==> images/metal_density.png <==
The die is cut into 35 by 35 equal tiles; black is low, pale yellow is high, scaled to the fullest tile. Values are wire area over tile area, all layers added.
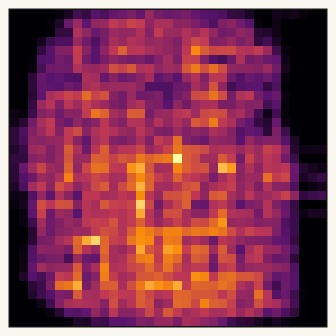
==> images/clk_routes.png <==
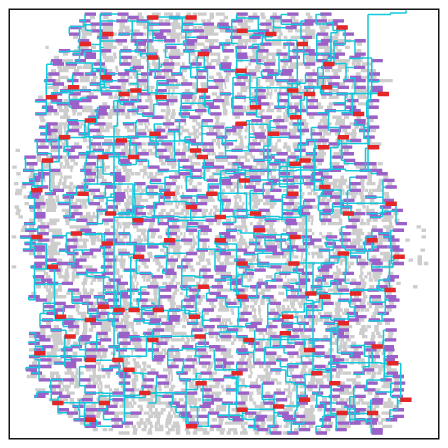
==> images/placement.png <==
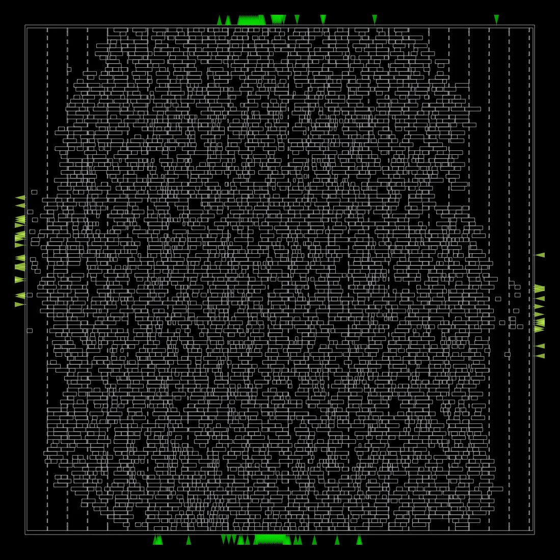
==> images/detail.png <==
Bar = 10 um. Window x 163 to 188, y 93 to 118 um. Cells in gray, sequential cells in the stronger gray; small squares are vias.
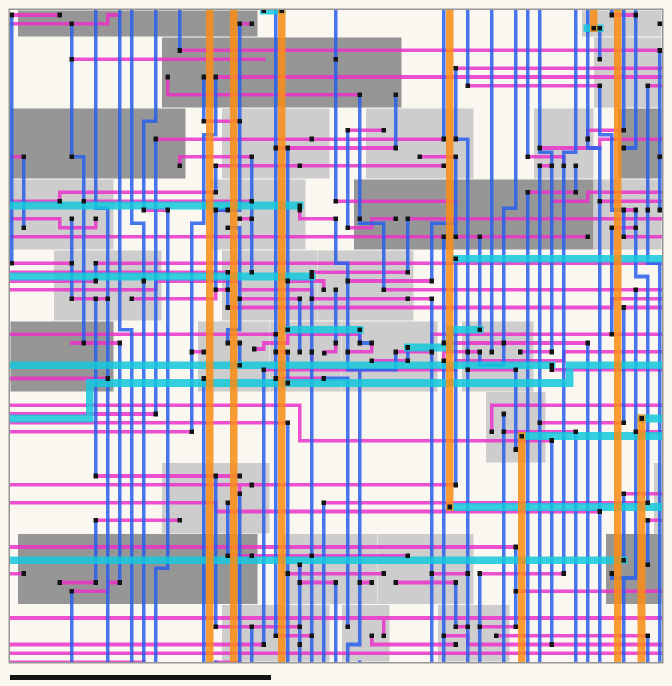
<file path="config.mk">
export PLATFORM = sky130hd
export DESIGN_NAME = register_file
export DESIGN_NICKNAME = d
export VERILOG_FILES = /design/src/rtl/register_file_pkg.sv /design/src/rtl/register_file.sv
export SDC_FILE = /design/constraint.sdc
export NUM_CORES = 2
export LEC_CHECK = 0
export CORE_UTILIZATION = 45
export DETAILED_ROUTE_END_ITERATION = 12
export SYNTH_ARGS = -nofsm -noshare
export SYNTH_HDL_FRONTEND = slang
export SYNTH_SLANG_ARGS = --single-unit
export TNS_END_PERCENT = 10
</file>
<file path="constraint.sdc">
create_clock -name clk -period 44.3 [get_ports clk]
set_input_delay 8.86 -clock clk [delete_from_list [all_inputs] [get_ports clk]]
set_output_delay 8.86 -clock clk [all_outputs]
set_load 0.1 [all_outputs]
</file>
<file path="src/rtl/register_file_pkg.sv">
// Shared core types for TinyV: datapath width, register index width and the
// word/index typedefs used by the decoder, ALU, datapath and register file.
package register_file_pkg;

   localparam int unsigned DATA_WIDTH     = 32;
   localparam int unsigned REG_ADDR_WIDTH = 5;
   localparam int unsigned NUM_REGS       = 2 ** REG_ADDR_WIDTH;

   typedef logic [REG_ADDR_WIDTH-1:0] reg_idx_t;
   typedef logic [DATA_WIDTH-1:0]     data_word_t;

   localparam reg_idx_t   REG_ZERO  = '0;
   localparam data_word_t WORD_ZERO = '0;

endpackage : register_file_pkg

</file>
<file path="src/rtl/register_file.sv">
// TinyV integer register file: 2**REG_ADDR_WIDTH registers, two combinational
// read ports, one synchronous write port, x0 hardwired to zero, async
// active-high reset clearing all registers. No write-to-read bypass.
module register_file
   import register_file_pkg::*;
#(
   parameter int unsigned DATA_WIDTH     = register_file_pkg::DATA_WIDTH,
   parameter int unsigned REG_ADDR_WIDTH = register_file_pkg::REG_ADDR_WIDTH
) (
   input  logic                      clk,
   input  logic                      reset,
   input  logic                      writeEnable,
   input  logic [REG_ADDR_WIDTH-1:0] addr_rs1,
   output logic [DATA_WIDTH-1:0]     rs1_data,
   input  logic [REG_ADDR_WIDTH-1:0] addr_rs2,
   output logic [DATA_WIDTH-1:0]     rs2_data,
   input  logic [REG_ADDR_WIDTH-1:0] addr_write,
   input  logic [DATA_WIDTH-1:0]     write_data
);

   localparam int unsigned REG_COUNT = 2 ** REG_ADDR_WIDTH;
   localparam logic [REG_ADDR_WIDTH-1:0] ADDR_ZERO = '0;

   logic [DATA_WIDTH-1:0] regs [REG_COUNT];
   logic                  write_hit;

   // A write only lands when enabled and not aimed at x0.
   assign write_hit = writeEnable && (addr_write != ADDR_ZERO);

   // Storage: asynchronous clear on reset, single write port otherwise.
   always_ff @(posedge clk or posedge reset) begin
      if (reset) begin
         for (int unsigned i = 0; i < REG_COUNT; i++) begin
            regs[i] <= '0;
         end
      end else if (write_hit) begin
         regs[addr_write] <= write_data;
      end
   end

   // Read port 1: x0 forced to zero; reset gates output in the same time step.
   always_comb begin
      rs1_data = '0;
      if (!reset && (addr_rs1 != ADDR_ZERO)) begin
         rs1_data = regs[addr_rs1];
      end
   end

   // Read port 2: same structure as port 1, fully independent.
   always_comb begin
      rs2_data = '0;
      if (!reset && (addr_rs2 != ADDR_ZERO)) begin
         rs2_data = regs[addr_rs2];
      end
   end

   // x0 always reads zero on both ports.
   a_x0_rs1 : assert property (@(posedge clk) disable iff (reset)
      (addr_rs1 == ADDR_ZERO) |-> (rs1_data == '0));
   a_x0_rs2 : assert property (@(posedge clk) disable iff (reset)
      (addr_rs2 == ADDR_ZERO) |-> (rs2_data == '0));

   // Outputs never carry X once out of reset.
   a_no_x_out : assert property (@(posedge clk) disable iff (reset)
      !$isunknown({rs1_data, rs2_data}));

endmodule : register_file

</file>
==> flow_summary.ini <==
; flow metrics
[clock_tree]
cts_buffers = 112
cts_tree = yes
clk_pin_slew_ps = 60
clockRootBuffer = clkbuf_16
cts_buffer_depth = 3
cts_setup_buffers = 0
cts_resized = 0

[detailed_routing]
routed_wl_um = 187000
drtIter0Drc = 3871
ant_nets = 0
wl_met2_um = 84700
avgViaCountPerCell = 6.54
wl_met1_um = 80900
drtPass1Iterations = 6

[setup_path]
crit_type = in -> out
critPathCaptureType = output port
r2r-end = regs[127]
r2r_cells = 1
rrSetupSlack_ps = 43490
r2r_start = regs[127]
cp-start-kind = input pin

[placed_design]
hpwlAfterDp_um = 104000
dp_cells = 5439
routabilityCongestion = 0.837
place_area_um2 = 56600

[floorplanning]
die-area_um2 = 123000
ios = 114
coreArea_um2 = 120000
die_x_um = 350
fp_util_pct = 45.4

[outcome]
status = complete, no violations

[min_path]
hold_start = regs[1006]
hold_depth = 0
hold_class = reg -> reg

[global_route]
grt_max_degree = 174
grt_pass1_vias = 37100
use_met1_pct = 43.3
grt_first_pass_wirelength_um = 270000
grt.busiest_layer = met2
overflow = 0
antenna_found_initial = 13
met3_usage_pct = 5.57

[final_timing]
period_minus_slack_ps = 22780
tightestPinTransition_ps = 1450
fin_crit_sh_pct = 51.4
setup_viol_count_final = 0
setup_ws_ps = 21520
maxSlewHeadroom_pct = 3.07
setup_tns_ps = 0
rsz0062_at_grt = false

[logic_synthesis]
ys_warn_count = 0
yosys-stat-area_um2 = 54600
ys.flop_type = dfrtp_1
synth_top_area_share_pct = 47.0
synth.most_common_cell = dfrtp_1
synth-edff-count = 0
seq_area_frac_synth_pct = 47.0
ys_types = 36
fp_nets = 4113
avgSynthCellArea_um2 = 13.4
top_area_cell = dfrtp_1
synthArstFlopShare_pct = 100
ys_top_cells_by_count = 1024 x dfrtp_1, 976 x mux2_2, 597 x mux2i_1

[power_and_ir_drop]
ir_drop_v = 0.0000359
power_density_nw_per_um2 = 46.7
p_total_uw = 2840

[final_layout]
syn2layout_area_growth_pct = 11.2
nets = 3991
largest_reg_flops = 1024
regMostFlops = regs
final_area_um2 = 60700
final_cell_mix = 1024 x dfrtp_1, 976 x mux2_2, 597 x mux2i_1, 299 x a22oi_1, 214 x mux4_2
drive_gt1_share_pct = 38.4
stdcell_count = 5654

[job]
cap_viol_max_count = 0
warnings = 34
About metal_density.png:
The fullest tile reaches 0.72. The mean over all tiles is 0.25. 23% of the tiles are over half the peak.
WL/cell: 33.1 um
DR vias: 37000

About clk_routes.png:
Key: clock drivers = red [count 112]; clock wires = cyan [length 14100 um]; flip-flops = purple [count 1024]
There are 113 routed clock nets. Position of the flops: all over the die.
P_clk: 1030 uW
clock share of power: 36.3%
Setup Skew: 0 ps
Late-Pin Clk Latency: 710 ps

About placement.png:
site row count: 127
Final Util: 50.5%
FILL cells: 10400

About detail.png:
Key: metal 1 = magenta; metal 2 = blue; metal 4 = orange; metal 3 = cyan
Netlist names of flops here include `regs` (4). 24 logic cells have their middle in the window. Sequential cells in the window: 4. Most frequent: mux2_2 (6), mux2i_1 (6).

## cell families after synthesis
family / share of synthesized area, %
muxes: 40.3
DFF: 47.0
buffers and inverters: 3.92
AOI/OAI and AO/OA: 5.27
and+or+nand+nor: 3.58
## cell type report
type	instances	area (um2)
well taps	1612	2020
inverters	3	18.8
flip-flops and latches	1024	25600
clock buffers	158	3280
diodes	3	7.51
repair buffers	208	1900
multi-input cells	2592	27100
clock inverters	54	759
fillers	10400	59400
## report_power, final
part | internal (uW) | switching [uW]
Clock | 619 | 409
Sequential | 1110 | 133
Combinational | 285 | 276
Total | 2020 | 818
## worst max-delay path, stage by stage
cell and delay (ps):
buf_8 510, buf_4 750, buf_4 750, and2_2 570
buf_4 530, a21oi_1 130, nand3_1 110, nand4_1 400
clkdlybuf4s50_1 1110
Power and IR drop assume default switching activity.
